Placement density heat map:
Scale bar: 50 um. 13 x 13 tiles, from black (low) to pale yellow (high), 0 to 100% covered.
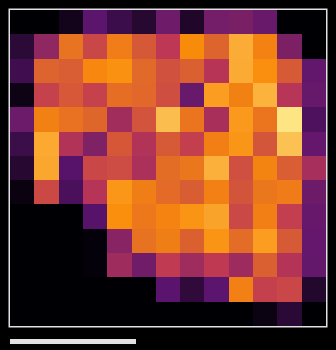
Congestion heat map:
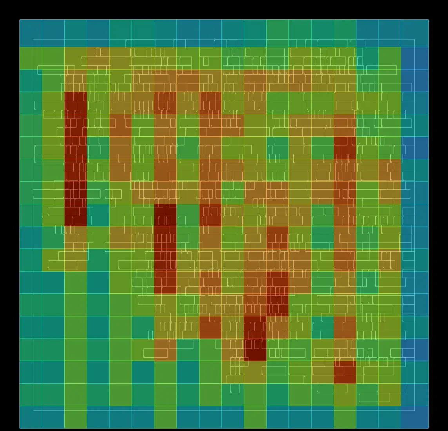
PDN straps and rails:
Scale bar: 50 um. Pins as bars on the die edge.
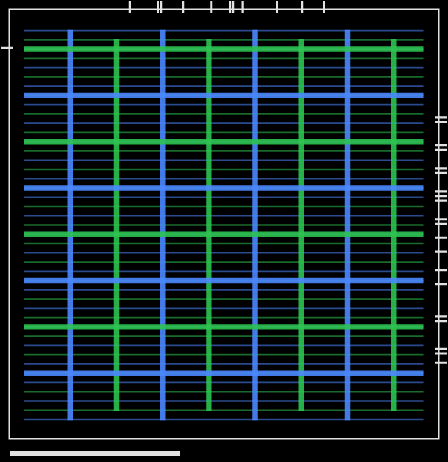
Cells colored by class:
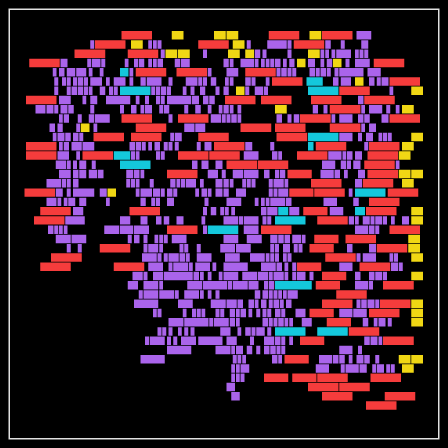
Wires at chosen ports, followed through buffers:
Scale bar: 50 um.
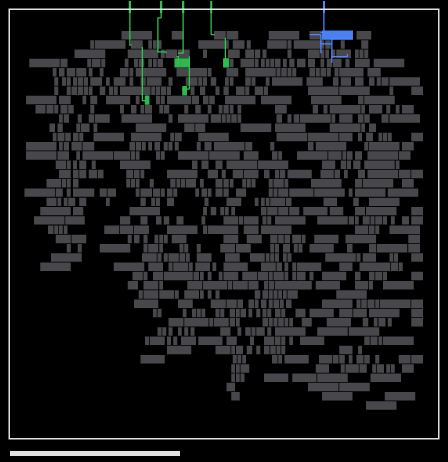
**config.mk**
```make
export PLATFORM = sky130hd
export DESIGN_NAME = ldpc_rom_seq
export DESIGN_NICKNAME = d
export VERILOG_FILES = /design/src/rtl/ldpc_rom_seq_pkg.sv /design/src/rtl/ldpc_rom_tbl.sv /design/src/rtl/ldpc_rom_seq.sv
export SDC_FILE = /design/constraint.sdc
export NUM_CORES = 1
export LEC_CHECK = 0
export ABC_AREA = 1
export ABC_CLOCK_PERIOD_IN_PS = 6550
export CORE_MARGIN = 4
export CORE_UTILIZATION = 45
export DETAILED_ROUTE_END_ITERATION = 10
export PLACE_DENSITY = 0.66
export SLEW_MARGIN = 20
export SYNTH_ARGS = -nofsm -noshare
export SYNTH_HDL_FRONTEND = slang
export SYNTH_SLANG_ARGS = --single-unit
```
**constraint.sdc**
```tcl
create_clock -name clk -period 6.55 [get_ports clk]
set_input_delay 1.965 -clock clk [delete_from_list [all_inputs] [get_ports clk]]
set_output_delay 1.965 -clock clk [all_outputs]
set_load 0.02 [all_outputs]
```
**src/rtl/ldpc_rom_seq_pkg.sv**
```systemverilog
// ldpc_rom_seq_pkg: shared definitions for the two-rate LDPC table sequencer.
// Build option: LDPC_ROM_OREG_EN adds a ROM output register (read latency 2).
package ldpc_rom_seq_pkg;

    // Encodings seen on the rate port
    localparam logic RATE_1_2 = 1'b0;
    localparam logic RATE_3_4 = 1'b1;

    // Default CMMB table placement inside the ROM
    localparam int CMMB_BASE_1_2 = 32'sd0;
    localparam int CMMB_LEN_1_2  = 32'sd4608;
    localparam int CMMB_BASE_3_4 = 32'sd4608;
    localparam int CMMB_LEN_3_4  = 32'sd3456;

    // ROM read latency and the prefetch depth needed to hide it
`ifdef LDPC_ROM_OREG_EN
    localparam int ROM_RL = 32'sd2;
`else
    localparam int ROM_RL = 32'sd1;
`endif
    localparam int FIFO_DEPTH = ROM_RL + 32'sd1;

    // Sequencer FSM state codes
    typedef enum logic [1:0] {
        ST_IDLE  = 2'd0,
        ST_RUN   = 2'd1,
        ST_DRAIN = 2'd2
    } seq_state_e;

    // Table content generator; stands in for the parity-check table image
    function automatic logic [31:0] rom_word(input logic [31:0] addr);
        rom_word = ((addr * 32'd37) + 32'd5) ^ (addr >> 3);
    endfunction

endpackage

```
**src/rtl/ldpc_rom_tbl.sv**
```systemverilog
// ldpc_rom_tbl: synchronous parity-check table ROM.
// The table image is selected here (generated by rom_word in the package).
// Build option: LDPC_ROM_OREG_EN adds an output register stage.
module ldpc_rom_tbl
    import ldpc_rom_seq_pkg::*;
#(
    parameter int DW = 14,
    parameter int AW = 13
) (
    input  logic          clk,
    input  logic [AW-1:0] addr,
    output logic [DW-1:0] dout
);

    logic [DW-1:0] word_s;
    logic [DW-1:0] rd_q;

    assign word_s = DW'(rom_word(32'(addr)));

    // Synchronous read port of the table
    always_ff @(posedge clk) begin
        rd_q <= word_s;
    end

`ifdef LDPC_ROM_OREG_EN
    logic [DW-1:0] oreg_q;

    // Output register stage for timing closure
    always_ff @(posedge clk) begin
        oreg_q <= rd_q;
    end

    assign dout = oreg_q;
`else
    assign dout = rd_q;
`endif

endmodule

```
**src/rtl/ldpc_rom_seq.sv**
```systemverilog
// ldpc_rom_seq: streams the selected rate's parity-check table once per
// decoder iteration over a valid/ready port, with a prefetch FIFO that hides
// ROM read latency. Build option: LDPC_ROM_OREG_EN (ROM latency 2, depth 3).
module ldpc_rom_seq
    import ldpc_rom_seq_pkg::*;
#(
    parameter int DW    = 14,
    parameter int AW    = 13,
    parameter int BASE0 = CMMB_BASE_1_2,
    parameter int LEN0  = CMMB_LEN_1_2,
    parameter int BASE1 = CMMB_BASE_3_4,
    parameter int LEN1  = CMMB_LEN_3_4,
    parameter int IW    = 4
) (
    input  logic          clk,
    input  logic          rst,
    input  logic          start,
    input  logic          rate,
    input  logic [IW-1:0] iter_num,
    input  logic          abort,
    output logic          busy,
    output logic [DW-1:0] dout,
    output logic          dout_vld,
    input  logic          dout_rdy,
    output logic          dout_last,
    output logic [IW-1:0] pass_idx,
    output logic          done
);

    seq_state_e    state_q;
    logic          rate_q, busy_q, done_q;
    logic [IW-1:0] iter_q, pcnt_q;
    logic [AW-1:0] raddr_q, ecnt_q;

    // In-flight read tracking, aligned with the ROM pipeline
    logic [ROM_RL-1:0] pv_q, pl_q;
    logic [IW-1:0]     pp_q [ROM_RL];

    // Prefetch FIFO kept as a shift register: slot 0 is the output head
    logic [FIFO_DEPTH-1:0] fv_q, fv_d, fl_q, fl_d;
    logic [DW-1:0]         fd_q [FIFO_DEPTH];
    logic [DW-1:0]         fd_d [FIFO_DEPTH];
    logic [IW-1:0]         fp_q [FIFO_DEPTH];
    logic [IW-1:0]         fp_d [FIFO_DEPTH];

    logic          start_acc_s, sel_rate_s, pass_end_s, run_end_s;
    logic          pop_s, push_s, room_s, issue_s, final_xfer_s, placed_s;
    logic [IW-1:0] sel_iter_s, cur_pcnt_s;
    logic [AW-1:0] base_s, len_m1_s, cur_addr_s, cur_ecnt_s;
    logic [DW-1:0] rom_dout_s;
    int            fifo_cnt_s, infl_cnt_s;

    ldpc_rom_tbl #(.DW(DW), .AW(AW)) u_tbl (
        .clk  (clk),
        .addr (cur_addr_s),
        .dout (rom_dout_s)
    );

    // Select the entry to read this cycle; the start cycle reads entry 0 directly
    always_comb begin
        start_acc_s = (state_q == ST_IDLE) && !done_q && start && !abort;
        sel_rate_s  = start_acc_s ? rate : rate_q;
        sel_iter_s  = start_acc_s ? iter_num : iter_q;
        case (sel_rate_s)
            RATE_1_2: begin
                base_s   = AW'(BASE0);
                len_m1_s = AW'(LEN0 - 32'sd1);
            end
            RATE_3_4: begin
                base_s   = AW'(BASE1);
                len_m1_s = AW'(LEN1 - 32'sd1);
            end
            default: begin
                base_s   = AW'(BASE0);
                len_m1_s = AW'(LEN0 - 32'sd1);
            end
        endcase
        cur_addr_s = start_acc_s ? base_s : raddr_q;
        cur_ecnt_s = start_acc_s ? '0 : ecnt_q;
        cur_pcnt_s = start_acc_s ? '0 : pcnt_q;
        pass_end_s = (cur_ecnt_s == len_m1_s);
        run_end_s  = pass_end_s && (cur_pcnt_s == sel_iter_s);
    end

    // Occupancy and read-issue decision; the head leaving this cycle frees a slot
    always_comb begin
        fifo_cnt_s = 32'sd0;
        infl_cnt_s = 32'sd0;
        for (int i = 0; i < FIFO_DEPTH; i++) begin
            fifo_cnt_s = fifo_cnt_s + int'(fv_q[i]);
        end
        for (int i = 0; i < ROM_RL; i++) begin
            infl_cnt_s = infl_cnt_s + int'(pv_q[i]);
        end
        pop_s        = fv_q[0] && dout_rdy;
        push_s       = pv_q[ROM_RL-1];
        room_s       = (fifo_cnt_s + infl_cnt_s + 32'sd1 - int'(pop_s)) <= FIFO_DEPTH;
        issue_s      = !abort && (start_acc_s || ((state_q == ST_RUN) && room_s));
        final_xfer_s = (state_q == ST_DRAIN) && pop_s &&
                       (fifo_cnt_s == 32'sd1) && (infl_cnt_s == 32'sd0);
    end

    // Control FSM, table counters, busy and done flags
    always_ff @(posedge clk or posedge rst) begin
        if (rst) begin
            state_q <= ST_IDLE;
            rate_q  <= 1'b0;
            iter_q  <= '0;
            raddr_q <= '0;
            ecnt_q  <= '0;
            pcnt_q  <= '0;
            busy_q  <= 1'b0;
            done_q  <= 1'b0;
        end else if (abort) begin
            state_q <= ST_IDLE;
            busy_q  <= 1'b0;
            done_q  <= 1'b0;
        end else begin
            done_q <= final_xfer_s;
            case (state_q)
                ST_IDLE: begin
                    if (start_acc_s) begin
                        rate_q  <= rate;
                        iter_q  <= iter_num;
                        busy_q  <= 1'b1;
                        state_q <= run_end_s ? ST_DRAIN : ST_RUN;
                    end
                end
                ST_RUN: begin
                    if (issue_s && run_end_s) begin
                        state_q <= ST_DRAIN;
                    end
                end
                ST_DRAIN: begin
                    if (final_xfer_s) begin
                        state_q <= ST_IDLE;
                        busy_q  <= 1'b0;
                    end
                end
                default: begin
                    state_q <= ST_IDLE;
                    busy_q  <= 1'b0;
                end
            endcase
            if (issue_s) begin
                if (pass_end_s) begin
                    raddr_q <= base_s;
                    ecnt_q  <= '0;
                    pcnt_q  <= cur_pcnt_s + IW'(1'b1);
                end else begin
                    raddr_q <= cur_addr_s + AW'(1'b1);
                    ecnt_q  <= cur_ecnt_s + AW'(1'b1);
                    pcnt_q  <= cur_pcnt_s;
                end
            end
        end
    end

    // Carry valid/last/pass alongside each outstanding ROM read
    always_ff @(posedge clk or posedge rst) begin
        if (rst) begin
            pv_q <= '0;
            pl_q <= '0;
            for (int i = 0; i < ROM_RL; i++) begin
                pp_q[i] <= '0;
            end
        end else if (abort) begin
            pv_q <= '0;
        end else begin
            pv_q[0] <= issue_s;
            pl_q[0] <= pass_end_s;
            pp_q[0] <= cur_pcnt_s;
            for (int i = 1; i < ROM_RL; i++) begin
                pv_q[i] <= pv_q[i-1];
                pl_q[i] <= pl_q[i-1];
                pp_q[i] <= pp_q[i-1];
            end
        end
    end

    // FIFO next state: shift out the head on transfer, append returning read
    always_comb begin
        fv_d     = fv_q;
        fl_d     = fl_q;
        fd_d     = fd_q;
        fp_d     = fp_q;
        placed_s = 1'b0;
        if (pop_s) begin
            for (int i = 0; i < FIFO_DEPTH - 1; i++) begin
                fv_d[i] = fv_q[i+1];
                fl_d[i] = fl_q[i+1];
                fd_d[i] = fd_q[i+1];
                fp_d[i] = fp_q[i+1];
            end
            fv_d[FIFO_DEPTH-1] = 1'b0;
        end else begin
            fv_d = fv_q;
        end
        for (int i = 0; i < FIFO_DEPTH; i++) begin
            if (push_s && !placed_s && !fv_d[i]) begin
                fv_d[i]  = 1'b1;
                fl_d[i]  = pl_q[ROM_RL-1];
                fd_d[i]  = rom_dout_s;
                fp_d[i]  = pp_q[ROM_RL-1];
                placed_s = 1'b1;
            end else begin
                placed_s = placed_s;
            end
        end
    end

    // FIFO storage; abort drops every queued entry
    always_ff @(posedge clk or posedge rst) begin
        if (rst) begin
            fv_q <= '0;
            fl_q <= '0;
            for (int i = 0; i < FIFO_DEPTH; i++) begin
                fd_q[i] <= '0;
                fp_q[i] <= '0;
            end
        end else if (abort) begin
            fv_q <= '0;
        end else begin
            fv_q <= fv_d;
            fl_q <= fl_d;
            fd_q <= fd_d;
            fp_q <= fp_d;
        end
    end

    assign busy      = busy_q;
    assign done      = done_q;
    assign dout      = fd_q[0];
    assign dout_vld  = fv_q[0];
    assign dout_last = fl_q[0];
    assign pass_idx  = fp_q[0];

endmodule

```
==> impl_metrics.toml <==
# generated from flow reports
[clock_network]
cts_buffers = 9
cts_buffer_depth = 2
cts_sinks = 99
cts_tree = "done"
clk_pin_slew_ps = 70
clock_latency_ps = 350
postCtsSetupRepairBufs = 0
cts_resized = 0
root_buffer = "clkbuf_16"

[setup_path]
cpPeakStageDelay_ps = 540
crit_chain = "clkdlybuf4s50_1, inv_1, nor2_4, nand3_2, inv_2, nor2_1, ha_1, ha_1, inv_1, fa_1, inv_1, ha_1, a21oi_1, o21ai_0, a221oi_1, nand2_1, nand2_1, nand2_1"
cp.depth = 18
crit_fanout = 14
r2r-end = "u_tbl.dout[13]"
timing.rr.start = "done"
crit_path_end = "u_tbl.dout[13]"
slowest_stage = "fa_1"
crit_path_start_kind = "primary input"
cp.arrival_ps = 5970
crit_start = "start"
crit_buf_inv = 5
crit_required_ps = 6790
reg2regPathDepth = 16

[flow_run]
maxCapViolations = 0
openroad.warnings = 28

[final_timing]
setup_ws_ps = 819.3
fin_skew_ps = 10.92
rsz0062_at_grt = "no"
fin_tns_setup_ps = 0
setup_violations = 0
fin_crit_sh = 0.8749
maxSlewViolCount = 0
fin_crit_ps = 5731

[drt]
dr.pass1.iters = 5
drt_iter0_markers = 339
ant_nets = 0
vias_per_cell = 5.252
route.met2.wl_um = 6049
drc_errors = 0
detail_route.wirelength_um = 13000
vias = 4863
wl_per_cell_um = 14.04

[finish]
fillCellCount = 1234
drive_gt1_frac = 0.1147
mostFrequentLayoutCell = "nand2_1"
nets = 800

[yosys]
syn_area_per_cell_um2 = 8.473
seq_area_frac_synth = 0.3860
edf_count = 0
yosys_area_mm2 = 0.006236
ys_cells = 736
ys_warn_count = 0
synth_cell_types = 48
ys_sh_mux = 0.03431
flop_cell = "dfrtp_1"
fp_nets = 791
synth-seq-cells = 99
yosys.area_share.aoi = 0.09370
logic_family = "simple AND/OR/NAND/NOR gates"
syn_inst = 736

[status]
status = "finished, final reports clean"

[power_and_ir_drop]
sequentialPowerShare = 0.327
maxPowerGroup = "combinational logic"
total_power_mw = 2.921
power_per_cell_area_mw_per_mm2 = 426.5
switching_power_mw = 1.205
p_seq_mw = 0.954
clkPwrFrac = 0.190
leakage_nw = 3.294
pg_comb_mw = 1.41
intPower_mw = 1.715
combinationalPowerShare = 0.484

[placed_design]
gp_congestion = 0.8386
pre_cts_ws_ps = 452.4
hpwl_um = 9602
dp_cells = 910

[global_route]
grt_max_degree = 62
grt_pass1_wl_um = 22580
antenna_found_initial = 0
met1_usage = 0.2365

[min_path]
hold_path.class = "reg -> reg"
hold_end = "busy"
hold_path_depth = 2
hp-start = "busy"
About 'placement density heat map':
- tiles over 75% full: 12%
- emptiest ninth of the die: bottom left
- fullest tile: 94%
starting density of the core: 0.4654
fin util: 0.5110
core box area: 0.01340 mm^2

About 'congestion heat map':
GRT Overall Usage: 0.1712
GR peak layer: met2
met3 Track Usage GR: 0.03006

About 'PDN straps and rails':
- blue: VSS
- green: VDD
- signal pins: 32
- met4 straps: 8
- met5 straps: 8
- met1 rails: 43
- rows: 42
Die Width: 125.7 um
Die H: 125.7 um
Worst IR Drop VDD: 0.1732 mV

About 'cells colored by class':
- cyan: clock drivers and dummy loads (cells 16)
- red: registers (cells 99)
- yellow: remaining buffers and delay cells (cells 38)
- purple: remaining logic cells (cells 597)
finished layout cell area: 0.006848 mm^2
flop share of the area: 0.3515
Rows: 42

About 'wires at chosen ports, followed through buffers':
- blue: dout_vld (bits 1; direction output; edge top; end cells 1; buffers 1; wire 37.5 um)
- green: iter_num (bits 4; direction input; edge top; end cells 5; buffers 4; wire 87.0 um)
io pins: 32
Port Buffers: 31

area by class of cell:
type	count	area [um^2]	area share
tap	176	220.2	0.03216
clock inverter	5	60.06	0.008770
multi-input combinational	494	3153	0.4604
inverter	103	391.6	0.05719
clock buffer	11	252.7	0.03691
sequential	99	2407	0.3515
timing repair buffer	38	362.8	0.05299
Yosys cell counts (9+ instances only):
cell / count / area (um^2)
a31oi_1: 20 / 125.1
nand4_1: 9 / 56.30
dfxtp_1: 14 / 280.3
xor2_1: 20 / 175.2
inv_1: 98 / 367.9
nand2_1: 144 / 540.5
buf_4: 19 / 142.6
dfrtp_1: 85 / 2127
nor2_1: 58 / 217.7
mux2_2: 19 / 214.0
a21oi_1: 17 / 85.08
o21ai_0: 22 / 110.1
nand3_1: 57 / 285.3
ha_1: 37 / 462.9
No activity file was given, so power comes from the tool's default toggle rates.
